===== src/rtl/uart_tx_scheduler.sv =====
// uart_tx_scheduler: round-robin arbiter sharing one UART transmitter among
// NUM_REQ byte producers, with an inter-frame gap and start/frame timeouts.
module uart_tx_scheduler #(
    parameter int unsigned NUM_REQ       = 4,
    parameter int unsigned GAP_CYCLES    = 16,
    parameter int unsigned START_TIMEOUT = 64,
    parameter int unsigned FRAME_TIMEOUT = 200000
) (
    input  logic                       clk,
    input  logic                       rst_n,
    input  logic [NUM_REQ-1:0]         req_valid_i,
    input  logic [8*NUM_REQ-1:0]       req_data_i,
    input  logic [2*NUM_REQ-1:0]       req_parity_i,
    output logic [NUM_REQ-1:0]         req_ready_o,
    input  logic [1:0]                 cfg_baud_rate_i,
    output logic                       tx_send_o,
    output logic [7:0]                 tx_data_in_o,
    output logic [1:0]                 tx_parity_type_o,
    output logic [1:0]                 tx_baud_rate_o,
    input  logic                       tx_active_flag_i,
    input  logic                       tx_done_flag_i,
    output logic [$clog2(NUM_REQ)-1:0] grant_id_o,
    output logic                       busy_o,
    output logic                       timeout_err_o
);
    localparam int unsigned ID_W  = $clog2(NUM_REQ);
    localparam int unsigned IDX_W = ID_W + 1;
    localparam int unsigned CNT_W = 20;

    typedef enum logic [1:0] {IDLE, SEND, WAIT_DONE, GAP} state_e;

    state_e             state_q, state_d;
    logic [CNT_W-1:0]   cnt_q, cnt_d;
    logic [ID_W-1:0]    rr_ptr_q, rr_ptr_d;
    logic [NUM_REQ-1:0] req_ready_q, req_ready_d;
    logic               tx_send_q, tx_send_d;
    logic [7:0]         tx_data_q, tx_data_d;
    logic [1:0]         tx_par_q, tx_par_d;
    logic [1:0]         tx_baud_q, tx_baud_d;
    logic [ID_W-1:0]    grant_id_q, grant_id_d;
    logic               busy_q, busy_d;
    logic               timeout_q, timeout_d;

    logic               timeout_c;
    logic               grant_vld_c;
    logic [ID_W-1:0]    grant_idx_c;
    logic [IDX_W-1:0]   scan_c;
    logic [IDX_W-1:0]   rr_next_c;

    // Round-robin pick: first valid requester at or after rr_ptr, wrapping
    always_comb begin
        grant_vld_c = 1'b0;
        grant_idx_c = '0;
        scan_c      = '0;
        for (int unsigned k = 0; k < NUM_REQ; k++) begin
            scan_c = IDX_W'(rr_ptr_q) + IDX_W'(k);
            if (scan_c >= IDX_W'(NUM_REQ)) begin
                scan_c = scan_c - IDX_W'(NUM_REQ);
            end
            if (!grant_vld_c && req_valid_i[ID_W'(scan_c)]) begin
                grant_vld_c = 1'b1;
                grant_idx_c = ID_W'(scan_c);
            end
        end
    end

    // State register
    always_ff @(posedge clk or negedge rst_n) begin
        if (!rst_n) begin
            state_q <= IDLE;
        end else begin
            state_q <= state_d;
        end
    end

    // Next-state logic, phase counter and timeout detection
    always_comb begin
        state_d   = state_q;
        timeout_c = 1'b0;
        unique case (state_q)
            IDLE: begin
                if (grant_vld_c) state_d = SEND;
            end
            SEND: begin
                if (tx_active_flag_i) begin
                    if (tx_done_flag_i) state_d = (GAP_CYCLES == 0) ? IDLE : GAP;
                    else                state_d = WAIT_DONE;
                end else if (cnt_q == CNT_W'(START_TIMEOUT - 1)) begin
                    state_d   = IDLE;
                    timeout_c = 1'b1;
                end
            end
            WAIT_DONE: begin
                if (tx_done_flag_i) begin
                    state_d = (GAP_CYCLES == 0) ? IDLE : GAP;
                end else if (cnt_q == CNT_W'(FRAME_TIMEOUT - 1)) begin
                    state_d   = IDLE;
                    timeout_c = 1'b1;
                end
            end
            GAP: begin
                if (cnt_q == CNT_W'(GAP_CYCLES - 1)) state_d = IDLE;
            end
            default: state_d = IDLE;
        endcase
        // Counter measures cycles spent in the current non-idle state
        cnt_d = cnt_q + CNT_W'(1);
        if ((state_d != state_q) || (state_q == IDLE)) cnt_d = '0;
    end

    // Output and payload next values; payload only changes on accept
    always_comb begin
        req_ready_d = '0;
        tx_data_d   = tx_data_q;
        tx_par_d    = tx_par_q;
        tx_baud_d   = tx_baud_q;
        grant_id_d  = grant_id_q;
        rr_ptr_d    = rr_ptr_q;
        rr_next_c   = IDX_W'(grant_idx_c) + IDX_W'(1);
        if ((state_q == IDLE) && grant_vld_c) begin
            req_ready_d[grant_idx_c] = 1'b1;
            tx_data_d  = req_data_i[8*grant_idx_c +: 8];
            tx_par_d   = req_parity_i[2*grant_idx_c +: 2];
            tx_baud_d  = cfg_baud_rate_i;
            grant_id_d = grant_idx_c;
            rr_ptr_d   = (rr_next_c == IDX_W'(NUM_REQ)) ? '0 : ID_W'(rr_next_c);
        end
        // send rises one cycle after accept and drops once active is seen
        tx_send_d = (state_q == SEND) && (state_d == SEND);
        busy_d    = (state_d != IDLE);
        timeout_d = timeout_c;
    end

    // Counter, pointer and registered outputs
    always_ff @(posedge clk or negedge rst_n) begin
        if (!rst_n) begin
            cnt_q       <= '0;
            rr_ptr_q    <= '0;
            req_ready_q <= '0;
            tx_send_q   <= 1'b0;
            tx_data_q   <= '0;
            tx_par_q    <= '0;
            tx_baud_q   <= '0;
            grant_id_q  <= '0;
            busy_q      <= 1'b0;
            timeout_q   <= 1'b0;
        end else begin
            cnt_q       <= cnt_d;
            rr_ptr_q    <= rr_ptr_d;
            req_ready_q <= req_ready_d;
            tx_send_q   <= tx_send_d;
            tx_data_q   <= tx_data_d;
            tx_par_q    <= tx_par_d;
            tx_baud_q   <= tx_baud_d;
            grant_id_q  <= grant_id_d;
            busy_q      <= busy_d;
            timeout_q   <= timeout_d;
        end
    end

    assign req_ready_o      = req_ready_q;
    assign tx_send_o        = tx_send_q;
    assign tx_data_in_o     = tx_data_q;
    assign tx_parity_type_o = tx_par_q;
    assign tx_baud_rate_o   = tx_baud_q;
    assign grant_id_o       = grant_id_q;
    assign busy_o           = busy_q;
    assign timeout_err_o    = timeout_q;

endmodule

===== config.mk =====
export PLATFORM = sky130hd
export DESIGN_NAME = uart_tx_scheduler
export DESIGN_NICKNAME = d
export VERILOG_FILES = /design/src/rtl/uart_tx_scheduler.sv
export SDC_FILE = /design/constraint.sdc
export NUM_CORES = 1
export LEC_CHECK = 0
export ABC_AREA = 1
export CAP_MARGIN = 20
export CORE_UTILIZATION = 40
export DETAILED_ROUTE_END_ITERATION = 7
export PLACE_DENSITY_LB_ADDON = 0.12
export SLEW_MARGIN = 20
export SYNTH_ARGS = -nofsm -noshare
export SYNTH_HDL_FRONTEND = slang
export SYNTH_SLANG_ARGS = --single-unit

===== constraint.sdc =====
create_clock -name clk -period 1.9 [get_ports clk]
set_clock_uncertainty 0.2 [all_clocks]
set_input_delay 0.38 -clock clk [delete_from_list [all_inputs] [get_ports clk]]
set_output_delay 0.38 -clock clk [all_outputs]
set_load 0.005 [all_outputs]

**Signal wires on met1**

Bar = 20 um. Cells faint in the background.
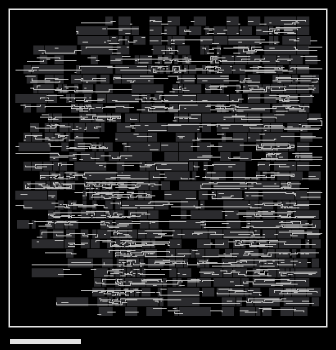
nets with wire on the layer: 548
wire length on this layer: 3660 um
main direction: horizontal
longest straight run: 27.1 um

**Metal 2**

Cells faint in the background.
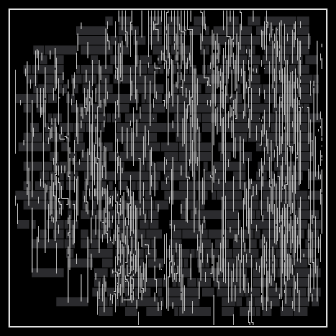
main direction: vertical
nets with wire on the layer: 526
wire length on this layer: 4820 um
longest straight run: 45.9 um
share of all routed wire: 53%

**The metal 3 layer**

Bar = 20 um. Cells faint in the background.
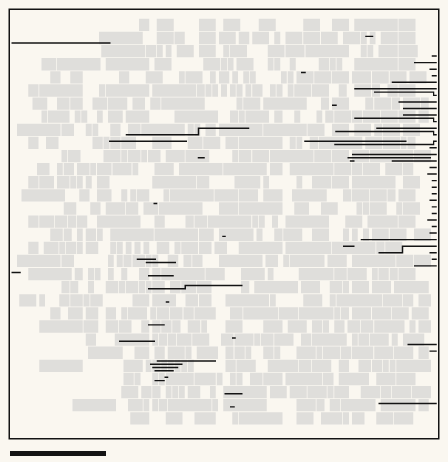
nets with wire on the layer: 55
share of all routed wire: 4.6%
main direction: horizontal

==> results_dict.tcl <==
# implementation run metrics
set metrics [dict create \
    grt_use_met2 0.412 \
    synthArstFlopShare 1.00 \
    worst_setup_path_end_kind "register" \
    result_of_the_run "finished with violations" \
    h-tree-depth 2 \
    floorplan.initialDensity 0.415 \
    globalRouteTotalUtil 0.220 \
    r2r_cells 14 \
    core_util_final 0.723 \
    power_switching_share 0.474 \
    minimum_clock_period_ns 2.16 \
    syn_avg_cell_area_um2 7.53 \
    combGateArea_mm2 0.00220 \
    final_critical_path_setup_slack_ns -0.256 \
    seq_power_share 0.154 \
    synth_chip_area_mm2 0.00301 \
    final.signal_inverter_count 41 \
    boundaryPins 71 \
    nNonClkBuffers 151 \
    placedCellCount 622 \
    use_met3 0.0382 \
    final_cell_area_mm2 0.00524 \
    critPathMaxStageDelay_ns 0.46 \
    power.net_switching_mw 4.37 \
    finalHoldViolations 0 \
    power.leakage_nw 2.43 \
    violations_in_the_final_reports "setup timing" \
    place.gp.congestion 0.813 \
    drv.max_cap_violation_count 0 \
    cts.sinks 45 \
    nFlopsAndLatches 45 \
    share_comb_of_total_power 0.775 \
    synth_area_leader_cell "dfrtp_1" \
    synth_sequential_area_ratio 0.374 \
    setup_repair_after_global_routing_missed_its_margin "true" \
    global_route_wire_length_before_repair_um 13500 \
    ys_warn_count 0 \
    post_synthesis_cell_count 400 \
    via_count 3172 \
    logic_gates 306 \
    netlist-cell-type-count 34 \
    power.clock.fraction 0.071 \
    drc 0 \
    tritoncts "built" \
    tool_warnings 35 \
    yosys_most_used_dff "dfrtp_1" \
    n_antenna_cell 0 \
    ff_latch_area_mm2 0.00113 \
    top_cells_by_area "dfrtp_1, nand2_1, nand3_1" \
    synth.yosys.num_cells 400 \
    edf_count 0 \
    worstPathMaxFanout 6 \
    place.detailed.hpwl_um 5870 \
    synthTopCellsByCount "nand2_1, nand3_1, dfrtp_1, inv_1, nor2_1" \
    timing.max_slew.rel_slack 0.747 \
    drive_above_1_share 0.430 \
    p_int_mw 4.85 \
    critical_path.cell_chain "buf_12 > inv_16 > nand2_8 > nand3_4 > nand2_4 > nor2_8 > nand2_4 > nand3_4 > nand2_8 > buf_12 > nand2_1 > nand3_2 > nand3_2 > nand2_1" \
    num-fill-cells 545 \
    groute.layer.met1.usage 0.258 \
    clk_latency_ns 0.31 \
    dieArea_mm2 0.00788 \
    worstHoldEndpoint "tx_data_in_o[5]" \
    ff_to_ff_end "tx_data_in_o[7]" \
    mostFrequentLayoutCells "nand2_1, clkdlybuf4s50_1, buf_4" \
    ant_nets 0 \
    number_of_buffers_inserted_by_post_cts_setup_repair 14 \
    area_fraction_of_the_dominant_cell_type_after_synthesis 0.374 \
    leftover_overflow_at_the_end_of_global_routing 0 \
    busiest_layer "met2" \
    first_global_vias 3044 \
    worstSetupPathType "reg2reg" \
    finalSetupViolations 43 \
    layout_worst_path_cycle_share 1.13 \
    hold-path-cell-count 2 \
    dpl_worst_slack_ns -0.481 \
    post_synth_instance_area_mm2 0.00301 \
    ctsResizeCount 72 \
    power_density_mw_per_mm2 1760 \
]
**Sequential cells colored by netlist name**

Other sequential cells in the stronger gray, the rest of the logic in the fainter gray.
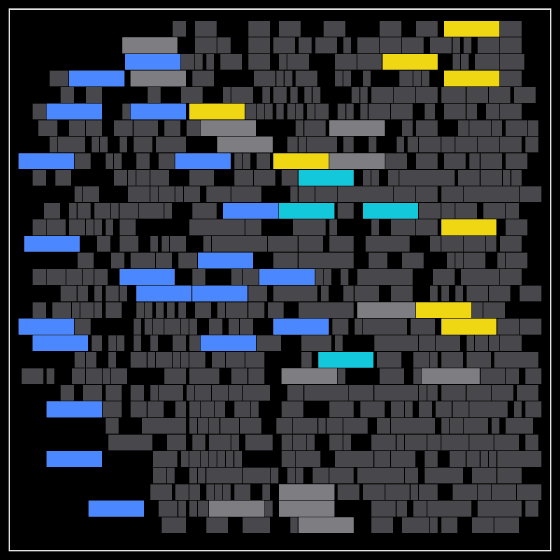
| color | signal | sequential cells |
|---|---|---|
| blue | cnt_q | 20 |
| yellow | tx_data_in_o | 8 |
| cyan | req_ready_o | 4 |
not colored: 13

**Cell placement**

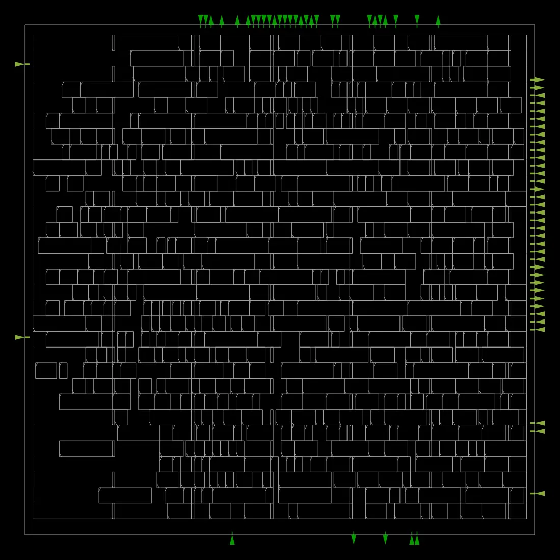
number of rows in the core area: 31
sequential cell area share: 0.215
CORE AREA: 0.00725 mm2
TAP cells: 99
final non-filler cell total: 650

==> how the worst max path moves through the flow <==
| stage | startpoint | end | depth (start not counted) |
|---|---|---|---|
| floorplan | cnt_q[0] | cnt_q[8] | 15 |
| global placement | req_valid_i[1] | tx_data_in_o[2] | 13 |
| detailed placement | req_valid_i[1] | rr_ptr_q[1] | 12 |
| CTS | register | req_ready_o[1] | 14 |
| global route | register | tx_data_in_o[7] | 14 |
| finish | register | tx_data_in_o[7] | 14 |
==> state kept, by name, summed over array words and instances, names as in the netlist, named ones only <==
| signal | cells |
|---|---|
| rr_ptr_q | 1 |
| tx_data_in_o | 8 |
| tx_baud_rate_o | 2 |
| state_q | 2 |
| tx_send_o | 1 |
| tx_parity_type_o | 2 |
| req_ready_o | 4 |
| busy_o | 1 |
| grant_id_o | 2 |
| cnt_q | 20 |
| timeout_err_o | 1 |
==> layer usage <==
metal | routed length, um | up-vias
met5 | 0 | -
met4 | 180 | 0
met3 | 421 | 19
met2 | 4820 | 77
met1 | 3660 | 1509
li1 | - | 1567
==> worst max-delay path: cells and delay by family (launching register included) <==
family,cells,cell delay (ns)
AND/OR/NAND/NOR,11,0.99
flip-flops,1,0.46
buffers and inverters,3,0.40
==> logic make-up (layout without fill, tap and decap cells) <==
group / count (synthesis) / after routing / synth area share
fa+ha+maj: 9 / 9 / 0.0374
xor+xnor: 16 / 16 / 0.0465
compound gates: 16 / 16 / 0.0283
buf+inv: 49 / 200 / 0.0794
flops: 45 / 45 / 0.374
simple gates: 265 / 265 / 0.435
==> power groups by stage <==
stage	Clock [mW]	Combinational (mW)	Sequential [mW]
after floorplan	0	2.91	1.41
after detailed placement	0	4.68	1.42
after CTS	0.669	5.74	1.40
final	0.651	7.14	1.42
after global routing	0.701	7.69	1.45
after global placement	0	4.60	1.42
Power figures rest on the tool's default switching activity, not on a simulated workload.
